final_congestion.png
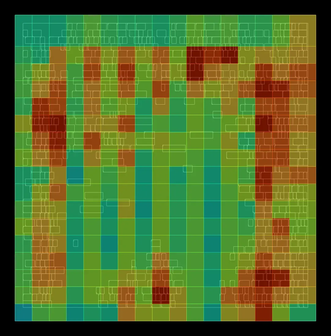
met2.png
Cells faint in the background.
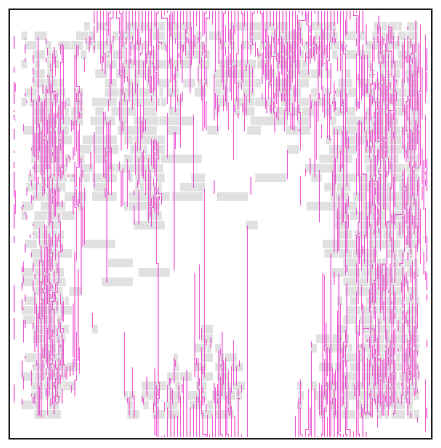
<file path="src/rtl/dmem_port_arbiter_if.sv">
// Bundle of the two requester ports and the DMEM port around the arbiter.
// The master modport is the requester/memory side, the slave modport is the arbiter.
interface dmem_port_arbiter_if #(
    parameter int AW = 32
);
    // Core load/store port
    logic          p0_req_i;
    logic [3:0]    p0_we_i;
    logic [AW-1:0] p0_addr_i;
    logic [31:0]   p0_wdata_i;
    logic          p0_gnt_o;
    logic          p0_rvalid_o;
    logic [31:0]   p0_rdata_o;

    // Debug / program loader port
    logic          p1_req_i;
    logic [3:0]    p1_we_i;
    logic [AW-1:0] p1_addr_i;
    logic [31:0]   p1_wdata_i;
    logic          p1_gnt_o;
    logic          p1_rvalid_o;
    logic [31:0]   p1_rdata_o;

    // Shared DMEM port (word addressed, 1-cycle synchronous read)
    logic          mem_en_o;
    logic [3:0]    mem_we_o;
    logic [AW-3:0] mem_addr_o;
    logic [31:0]   mem_wdata_o;
    logic [31:0]   mem_rdata_i;

    modport master (
        output p0_req_i, p0_we_i, p0_addr_i, p0_wdata_i,
        input  p0_gnt_o, p0_rvalid_o, p0_rdata_o,
        output p1_req_i, p1_we_i, p1_addr_i, p1_wdata_i,
        input  p1_gnt_o, p1_rvalid_o, p1_rdata_o,
        input  mem_en_o, mem_we_o, mem_addr_o, mem_wdata_o,
        output mem_rdata_i
    );

    modport slave (
        input  p0_req_i, p0_we_i, p0_addr_i, p0_wdata_i,
        output p0_gnt_o, p0_rvalid_o, p0_rdata_o,
        input  p1_req_i, p1_we_i, p1_addr_i, p1_wdata_i,
        output p1_gnt_o, p1_rvalid_o, p1_rdata_o,
        output mem_en_o, mem_we_o, mem_addr_o, mem_wdata_o,
        input  mem_rdata_i
    );
endinterface

</file>
<file path="src/rtl/dmem_port_arbiter.sv">
// Two-port DMEM arbiter: the core has fixed priority, the loader is protected
// from starvation by a saturating counter of consecutive core grants, and the
// read response is steered back to the port that owned the previous cycle.
module dmem_port_arbiter #(
    parameter int AW         = 32,
    parameter int MAX_CONSEC = 4
) (
    input logic                clk_i,
    input logic                rstn_i,
    dmem_port_arbiter_if.slave bus
);

    localparam logic [3:0] MAX_CNT = 4'(MAX_CONSEC);

    logic       gnt0;
    logic       gnt1;
    logic       starved;
    logic [3:0] starve_cnt_q;
    logic [3:0] starve_cnt_d;
    logic       owner_valid_q;
    logic       owner_valid_d;
    logic       owner_id_q;
    logic       owner_id_d;

    // Grant decision: core wins unless the loader has waited through MAX_CONSEC core grants
    always_comb begin
        starved = (starve_cnt_q == MAX_CNT);
        gnt1    = bus.p1_req_i & (~bus.p0_req_i | starved);
        gnt0    = bus.p0_req_i & ~gnt1;
    end

    // Memory request mux; all fields are forced to zero when nobody is granted
    always_comb begin
        bus.mem_en_o    = gnt0 | gnt1;
        bus.mem_we_o    = 4'b0000;
        bus.mem_addr_o  = '0;
        bus.mem_wdata_o = 32'h0;
        if (gnt1) begin
            bus.mem_we_o    = bus.p1_we_i;
            bus.mem_addr_o  = bus.p1_addr_i[AW-1:2];
            bus.mem_wdata_o = bus.p1_wdata_i;
        end else if (gnt0) begin
            bus.mem_we_o    = bus.p0_we_i;
            bus.mem_addr_o  = bus.p0_addr_i[AW-1:2];
            bus.mem_wdata_o = bus.p0_wdata_i;
        end
        bus.p0_gnt_o = gnt0;
        bus.p1_gnt_o = gnt1;
    end

    // Next-state for the starvation counter and the response owner
    always_comb begin
        starve_cnt_d = starve_cnt_q;
        if (!bus.p1_req_i || gnt1) begin
            starve_cnt_d = 4'd0;
        end else if (gnt0 && (starve_cnt_q < MAX_CNT)) begin
            starve_cnt_d = starve_cnt_q + 4'd1;
        end
        owner_valid_d = gnt0 | gnt1;
        owner_id_d    = gnt1;
    end

    // State registers; reset drops any response still in flight
    always_ff @(posedge clk_i or negedge rstn_i) begin
        if (!rstn_i) begin
            starve_cnt_q  <= 4'd0;
            owner_valid_q <= 1'b0;
            owner_id_q    <= 1'b0;
        end else begin
            starve_cnt_q  <= starve_cnt_d;
            owner_valid_q <= owner_valid_d;
            owner_id_q    <= owner_id_d;
        end
    end

    // Response steering: only the owning port sees the read data
    always_comb begin
        bus.p0_rvalid_o = owner_valid_q & ~owner_id_q;
        bus.p1_rvalid_o = owner_valid_q & owner_id_q;
        bus.p0_rdata_o  = bus.p0_rvalid_o ? bus.mem_rdata_i : 32'h0;
        bus.p1_rdata_o  = bus.p1_rvalid_o ? bus.mem_rdata_i : 32'h0;
    end

endmodule

</file>
<file path="src/flat_wrapper.sv">
// flat-port wrapper written by rule: the top's interface ports become plain ports
module dmem_port_arbiter_flat 
#(
    parameter int AW         = 32,
    parameter int MAX_CONSEC = 4
)
  (clk_i, rstn_i, bus_p0_req_i, bus_p0_we_i, bus_p0_addr_i, bus_p0_wdata_i, bus_p0_gnt_o, bus_p0_rvalid_o, bus_p0_rdata_o, bus_p1_req_i, bus_p1_we_i, bus_p1_addr_i, bus_p1_wdata_i, bus_p1_gnt_o, bus_p1_rvalid_o, bus_p1_rdata_o, bus_mem_en_o, bus_mem_we_o, bus_mem_addr_o, bus_mem_wdata_o, bus_mem_rdata_i);
  dmem_port_arbiter_if #(.AW(AW)) bus_i ();
  input logic clk_i;
  input logic rstn_i;
  input wire logic [$bits(bus_i.p0_req_i)-1:0] bus_p0_req_i;
  input wire logic [$bits(bus_i.p0_we_i)-1:0] bus_p0_we_i;
  input wire logic [$bits(bus_i.p0_addr_i)-1:0] bus_p0_addr_i;
  input wire logic [$bits(bus_i.p0_wdata_i)-1:0] bus_p0_wdata_i;
  output wire logic [$bits(bus_i.p0_gnt_o)-1:0] bus_p0_gnt_o;
  output wire logic [$bits(bus_i.p0_rvalid_o)-1:0] bus_p0_rvalid_o;
  output wire logic [$bits(bus_i.p0_rdata_o)-1:0] bus_p0_rdata_o;
  input wire logic [$bits(bus_i.p1_req_i)-1:0] bus_p1_req_i;
  input wire logic [$bits(bus_i.p1_we_i)-1:0] bus_p1_we_i;
  input wire logic [$bits(bus_i.p1_addr_i)-1:0] bus_p1_addr_i;
  input wire logic [$bits(bus_i.p1_wdata_i)-1:0] bus_p1_wdata_i;
  output wire logic [$bits(bus_i.p1_gnt_o)-1:0] bus_p1_gnt_o;
  output wire logic [$bits(bus_i.p1_rvalid_o)-1:0] bus_p1_rvalid_o;
  output wire logic [$bits(bus_i.p1_rdata_o)-1:0] bus_p1_rdata_o;
  output wire logic [$bits(bus_i.mem_en_o)-1:0] bus_mem_en_o;
  output wire logic [$bits(bus_i.mem_we_o)-1:0] bus_mem_we_o;
  output wire logic [$bits(bus_i.mem_addr_o)-1:0] bus_mem_addr_o;
  output wire logic [$bits(bus_i.mem_wdata_o)-1:0] bus_mem_wdata_o;
  input wire logic [$bits(bus_i.mem_rdata_i)-1:0] bus_mem_rdata_i;
  assign bus_i.p0_req_i = bus_p0_req_i;
  assign bus_i.p0_we_i = bus_p0_we_i;
  assign bus_i.p0_addr_i = bus_p0_addr_i;
  assign bus_i.p0_wdata_i = bus_p0_wdata_i;
  assign bus_p0_gnt_o = bus_i.p0_gnt_o;
  assign bus_p0_rvalid_o = bus_i.p0_rvalid_o;
  assign bus_p0_rdata_o = bus_i.p0_rdata_o;
  assign bus_i.p1_req_i = bus_p1_req_i;
  assign bus_i.p1_we_i = bus_p1_we_i;
  assign bus_i.p1_addr_i = bus_p1_addr_i;
  assign bus_i.p1_wdata_i = bus_p1_wdata_i;
  assign bus_p1_gnt_o = bus_i.p1_gnt_o;
  assign bus_p1_rvalid_o = bus_i.p1_rvalid_o;
  assign bus_p1_rdata_o = bus_i.p1_rdata_o;
  assign bus_mem_en_o = bus_i.mem_en_o;
  assign bus_mem_we_o = bus_i.mem_we_o;
  assign bus_mem_addr_o = bus_i.mem_addr_o;
  assign bus_mem_wdata_o = bus_i.mem_wdata_o;
  assign bus_i.mem_rdata_i = bus_mem_rdata_i;
  dmem_port_arbiter #(.AW(AW), .MAX_CONSEC(MAX_CONSEC)) u_core (.clk_i(clk_i), .rstn_i(rstn_i), .bus(bus_i));
endmodule
</file>
<file path="config.mk">
export PLATFORM = sky130hd
export DESIGN_NAME = dmem_port_arbiter_flat
export DESIGN_NICKNAME = d
export VERILOG_FILES = /design/src/rtl/dmem_port_arbiter_if.sv /design/src/rtl/dmem_port_arbiter.sv /design/src/flat_wrapper.sv
export SDC_FILE = /design/constraint.sdc
export NUM_CORES = 1
export LEC_CHECK = 0
export ABC_AREA = 1
export CAP_MARGIN = 20
export CORE_AREA = 3 3 118 120
export DETAILED_ROUTE_END_ITERATION = 7
export DIE_AREA = 0 0 121 123
export HOLD_SLACK_MARGIN = 0.12
export PLACE_DENSITY = 0.63
export SYNTH_ARGS = -nofsm -noshare
export SYNTH_HDL_FRONTEND = slang
export SYNTH_SLANG_ARGS = --single-unit
</file>
<file path="constraint.sdc">
create_clock -name clk_i -period 1.7 [get_ports clk_i]
set_input_delay 0.51 -clock clk_i [delete_from_list [all_inputs] [get_ports clk_i]]
set_output_delay 0.51 -clock clk_i [all_outputs]
set_load 0.005 [all_outputs]
</file>
==> run summary <==
run results: Max Fclk ~440 MHz, Core ar. 13100 sq um, outcome complete, but fails checks, max-cap violation count 0, Avg Inst Size Synth ~5 sq um, Root Driver clkbuf_16, Metal-1 WL between 5000 and 6000 um, post-synth top area cell nand3_1, Hold Path Class in2async, crit-path cells inv_2 > ha_4 > nand3_4 > nand2_8 > nand2_8 > buf_12 > buf_12 > buf_8 > nand3_2 > nand2_1 > buf_2, mux share 0%, Seq area share 2.35%, synthesized instance count ~360, Slew @ Worst Pin approximately 0.31 ns, leakage approximately 3.2 nW, total track usage around 18%, setup ws final -0.573 ns, Clk pin slew, worst setup/hold paths 0.04 ns, delay-heaviest family, CP buffers and inverters, Yosys warnings 0, Pre-antenna DRT Iters 4, post-DP HPWL 9990 um, multi-input gates 281, Total Power 2.17 mW, setup violators final between 100 and 150, Met3 Wirelength 1380 um, number of non-clock buffers 409, Max-area cell share about 34%, register area 150 sq um, Initial DRC Count 148, reg2reg start u_core.starve_cnt_q[0], Site Rows 42, EDFF count, synth 0, register share after synthesis 8.25%, initial antenna violation count 1, main flop type dfrtp_1, Latency at later pin 0.23 ns, top cells by count nand3_1 (124), nor2_1 (72), nand2_1 (67), inv_1 (39), buf_2 (12), multi-input logic area just over 2000 sq um, die height 123 um, Log Warnings 33, Tcrit/Tclk final 134%, violated checks setup timing, largest net degree at the start of global routing 34, Top cell excl fill/tap clkdlybuf4s50_1, Top cells excl fill/tap clkdlybuf4s50_1 (133), buf_2 (99), nand3_1 (77)
## Picture notes: final_congestion.png
met2 Usage GRT: 33.2%
GRT busiest layer: met2
final core occ: 48.8%
met1 usage in global routing: 19.2%
drt wl/cell: 17.9 um

## Picture notes: met2.png
share of all routed wire: 52%
main direction: vertical
longest straight run: 60.7 um
wire length on this layer: 8580 um
vias post-DR: 4085
DRT Wirelength: 16400 um

## metrics by stage
stage | hold WS, ns | area [sq um] | cells | setup TNS (ns)
3_5_place_dp | 0.616 | 5140 | 824 | -64.14
6_report | 0.539 | 6390 | 916 | -43.02
4_1_cts | 0.552 | 5750 | 893 | -43.82
5_1_grt | 0.570 | 6390 | 916 | -52.60
2_1_floorplan | 0.214 | 1850 | 363 | 0
3_3_place_gp | 0.576 | 5140 | 824 | -63.02
## registers in the layout, summed over array words and instances, names as in the netlist
name                  count
u_core.starve_cnt_q       4
u_core.owner_id_q         1
u_core.owner_valid_q      1
## power breakdown
part,switching [mW],internal [mW]
clock,0.0906,0.303
combinational,0.686,0.933
sequential,0.00413,0.148
total,0.781,1.38
Power is estimated from default activity; no workload was simulated.
